**Metal layers overlaid**

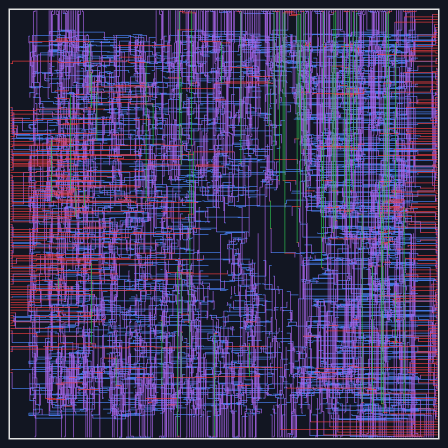
**Pin placement**

Pins as bars across the die edge, other pins in gray.
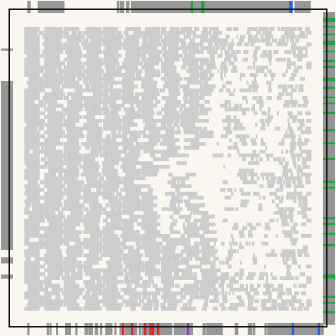
**Logic cells by family**

The bar under the picture is 50 microns long.
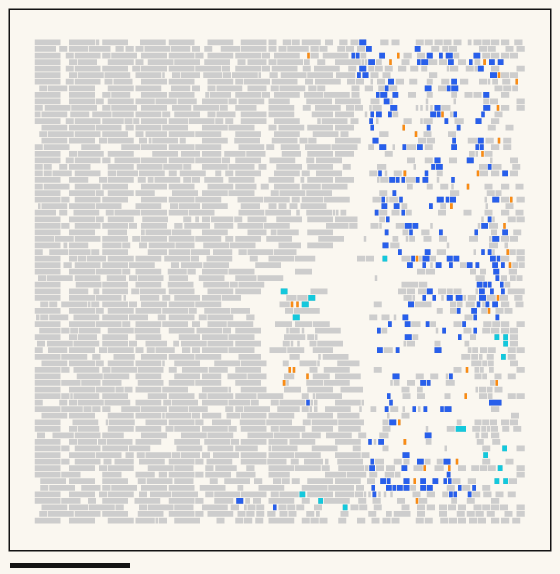
**Register map, names as in the netlist**

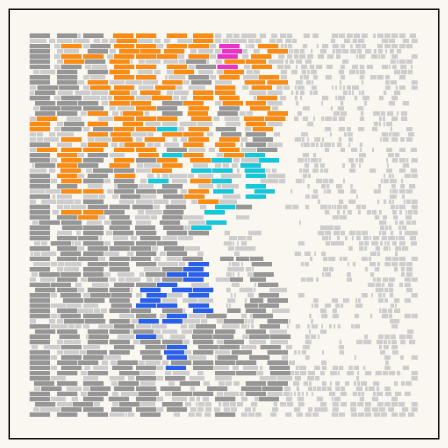
Design dispatch_queue, sky130hd; sources not shown.
==> impl_summary.log <==
[metrics] run summary
[metrics] area fraction in full adders, half adders and majority gates: 0.4651%
[metrics] leakage power: 8.995 nW
[metrics] data required time of the worst path: 5.52 ns
[metrics] minimum clock period: 5.511 ns
[metrics] share of cells above drive strength 1: 13.74%
[metrics] HPWL reported at the end of detailed placement: 52.13 mm
[metrics] setup repair after global routing missed its margin: no
[metrics] cell at the slowest stage of the critical path: sky130_fd_sc_hd__buf_4
[metrics] via count of the first global-routing pass: 13998
[metrics] Yosys warnings: 0
[metrics] post-synthesis instance total: 1145
[metrics] FMAX: 0.1815 GHz
[metrics] Primary FF master, synth: sky130_fd_sc_hd__edfxtp_1
[metrics] worst-case register-to-register setup slack: 3.63 ns
[metrics] Starting Density: 49.84%
[metrics] capturing element type of the critical path: output pin
[metrics] total non-filler cell area in the finished layout: 27660 sq um
[metrics] Final setup viols: 0
[metrics] total number of placement rows: 74
[metrics] clock-pin slew reported for the worst setup and hold paths after clock tree synthesis: 0.07 ns
[metrics] CORE AREA: 41020 sq um
[metrics] Post-Synth XOR/XNOR Area: 0.7711%
[metrics] I/O Pins: 557
[metrics] max-cap check violation count: 0
[metrics] pin count of the biggest net entering global routing: 99
[metrics] result of the run: finished clean
[metrics] global-route track usage on met3: 8.822%
[metrics] clock sink count: 481
[metrics] total negative slack: 0 ns
[metrics] commonest cells after routing, fill and taps aside: sky130_fd_sc_hd__clkdlybuf4s50_1 (514), sky130_fd_sc_hd__edfxtp_1 (472), sky130_fd_sc_hd__mux4_2 (106)
[metrics] combined area of the multi-input logic cells: 5434 sq um
[metrics] number of DRC markers in iteration 0: 1119
[metrics] cell area after synthesis: 20440 sq um
[metrics] clock tree from TritonCTS: done
[metrics] clock buffer instance count of the final layout: 47
[metrics] Well Taps: 532
[metrics] Worst Hold Class: register to register
[metrics] worst-case hold slack: 0.5606 ns
[metrics] total design power: 6.703 mW
[metrics] tool warning count: 29
[metrics] number of antenna violations at the first check in global routing: 30
[metrics] number of buffers added by the clock tree synthesis step: 41
[metrics] biggest cell category by area in the final layout: sequential cells
[metrics] data arrival time of the critical path: 4.54 ns
[metrics] CTS H-tree lvls: 2
[metrics] dominant non-sequential cell family after synthesis: multiplexers
[metrics] Clock Tree Buf Depth: 3
[metrics] Non-Clock Buffer Area Fraction: 20.37%
[metrics] multiplexer share of the synthesized area: 13.27%
[metrics] Placed Instances: 2147
[metrics] r2r worst-path depth: 5
[metrics] critical path, cell by cell: buf_4 > buf_4 > mux4_2 > a221oi_1 > nor2_1 > clkdlybuf4s50_1
[metrics] fraction of post-synthesis cell area in the top cell type by area: 69.33%
[metrics] final clock period utilization by the worst path: 84.91%
[metrics] number of buffers inserted by post-CTS setup repair: 0
[metrics] final core utilization: 67.42%
[metrics] average cell area after synthesis: 17.86 sq um
[metrics] count of hold-fix buffers inserted at cts: 0
[metrics] total placed instance area: 26240 sq um
[metrics] Netlist cell types: 41
[metrics] total cells reported by yosys after synthesis: 1145
[metrics] number of iterations in the first detailed-routing pass: 5
[metrics] first-pass GRT wire length: 102.9 mm
[metrics] Synthesized Nets: 1495
[metrics] count of flip-flops with a built-in enable after synthesis: 472
[metrics] FILL cells: 2740
[metrics] final RePlAce weighted congestion: 0.9761
[metrics] final count of hold timing violations: 0
[metrics] actual transition at the worst max-transition pin: 0.9148 ns
[metrics] Critical Path Max Stage Delay: 0.78 ns
[metrics] Synth async-reset ratio: 0%
[metrics] final-layout clock-cell area share: 4.836%
[metrics] met1 capacity usage during global routing: 31.56%
[metrics] die area: 50290 sq um
[metrics] Area growth syn-to-layout: 35.27%
[metrics] most popular library cell in the synthesized design by count: sky130_fd_sc_hd__edfxtp_1
[metrics] global-route layer with the greatest usage: met2
[metrics] Synth Seq Share: 70.21%
[metrics] post-route setup slack: 0.9791 ns
[metrics] ao+oa area frac: 9.315%
[metrics] type of element launching the critical path: register
[metrics] average vias per placed instance: 5.940
[metrics] non-clock buffer instance count of the final layout: 568
[metrics] critical path class: register to output pin
[metrics] Clock Skews: 0.03059 ns
[metrics] post-synthesis chip area from yosys: 20440 sq um
[metrics] fin nets: 2008
[metrics] peak ir drop on the vdd network: 313.5 uV
[metrics] met2 GRT Util: 49.28%
[metrics] cell at the root of the clock tree: sky130_fd_sc_hd__clkbuf_16
[metrics] pre-CTS worst setup slack: 1.142 ns
[metrics] FFs & Latches: 481
[metrics] cell type with the largest total area after synthesis: sky130_fd_sc_hd__edfxtp_1
[metrics] number of DRC violations after detailed routing: 0
[metrics] top post-synthesis cells by count: sky130_fd_sc_hd__edfxtp_1 (472), sky130_fd_sc_hd__mux4_2 (106), sky130_fd_sc_hd__o21ai_0 (96), sky130_fd_sc_hd__nand2_1 (69), sky130_fd_sc_hd__clkbuf_1 (52)
[metrics] antenna cell count: 31
[metrics] final slew viol count: 0
[metrics] Worst Hold Depth: 2
[metrics] Resized Gates After CTS: 0
[metrics] most prevalent standard cell on the critical path: sky130_fd_sc_hd__buf_4
[metrics] Logic Gate Count: 527
[metrics] final antenna-violating net count: 0
[metrics] synthesized flop and latch total: 481
[metrics] Synth area leaders: sky130_fd_sc_hd__edfxtp_1 (69%), sky130_fd_sc_hd__mux4_2 (12%), sky130_fd_sc_hd__o21ai_0 (2.4%)
[metrics] nonclk inv count: 39
Notes on 'metal layers overlaid' above:
- M4: green (wire length 3650 microns)
- M1: blue (wire length 25.2 mm)
- M2: purple (wire length 38.3 mm)
- M3: red (wire length 6750 microns)
vias after detailed routing: 13378
Routed Wire Length: 73.93 mm
Wirelength per Cell: 32.83 microns
global-route usage over all layers: 29.33%

Notes on 'pin placement' above:
- disp_vk_out: green (pins 32; direction output; edge 29 east, 3 north)
- rs_ready_in: purple (pins 1; direction input; edge south)
- disp_op_out: red (pins 6; direction output; edge south)
- rob_rs_h_out: blue (pins 4; direction output; edge 2 south, 2 north)
number of I/O port buffers: 544
Die X-Extent: 224.3 microns
die height: 224.3 microns

Notes on 'logic cells by family' above:
- and/or cells: cyan (cells 18)
- aoi and oai cells: blue (cells 196; where a column on the right)
- inv cells: orange (cells 39)
top logic cell by instance count in the layout: sky130_fd_sc_hd__clkdlybuf4s50_1
share of the final layout cell area in multi-input gates: 19.65%
Final Instance Count excl. Fillers: 2252

Notes on 'register map, names as in the netlist' above:
- taken_mem: magenta (placed flops 4; where north)
- rt_mem: cyan (placed flops 20; where center)
- target_mem: orange (placed flops 128)
- op_mem: blue (placed flops 24)
- not colored: 305
power in sequential cells: 3.43 mW
sequential cell area share: 51.93%
Flop area: 14360 sq um

-- critical path, delay by kind of cell (launching register included) --
family	cells	cell delay (ns)
flops	1	0.69
mux	1	0.65
compound gates	1	0.30
simple gates	1	0.06
buf+inv	3	2.19
-- where the power goes --
| part | switching [mW] | total (mW) | internal (mW) |
|---|---|---|---|
| Sequential | 0.00476 | 3.43 | 3.42 |
| Combinational | 0.479 | 0.829 | 0.349 |
| Clock | 1.06 | 2.45 | 1.39 |
| Total | 1.54 | 6.70 | 5.16 |
-- logic make-up after synthesis --
group,count (synthesis)
fa+ha+maj,7
simple gates,120
flops,481
buf+inv,137
mux,119
compound gates,263
xor+xnor,18
-- routing by layer --
layer  share of wire (%)  routed length, microns
met3                 9.1                    6751
met5                   0                       0
met1                  34                   25240
met2                  52                   38290
met4                 4.9                    3646
Power figures rest on the tool's default switching activity, not on a simulated workload.
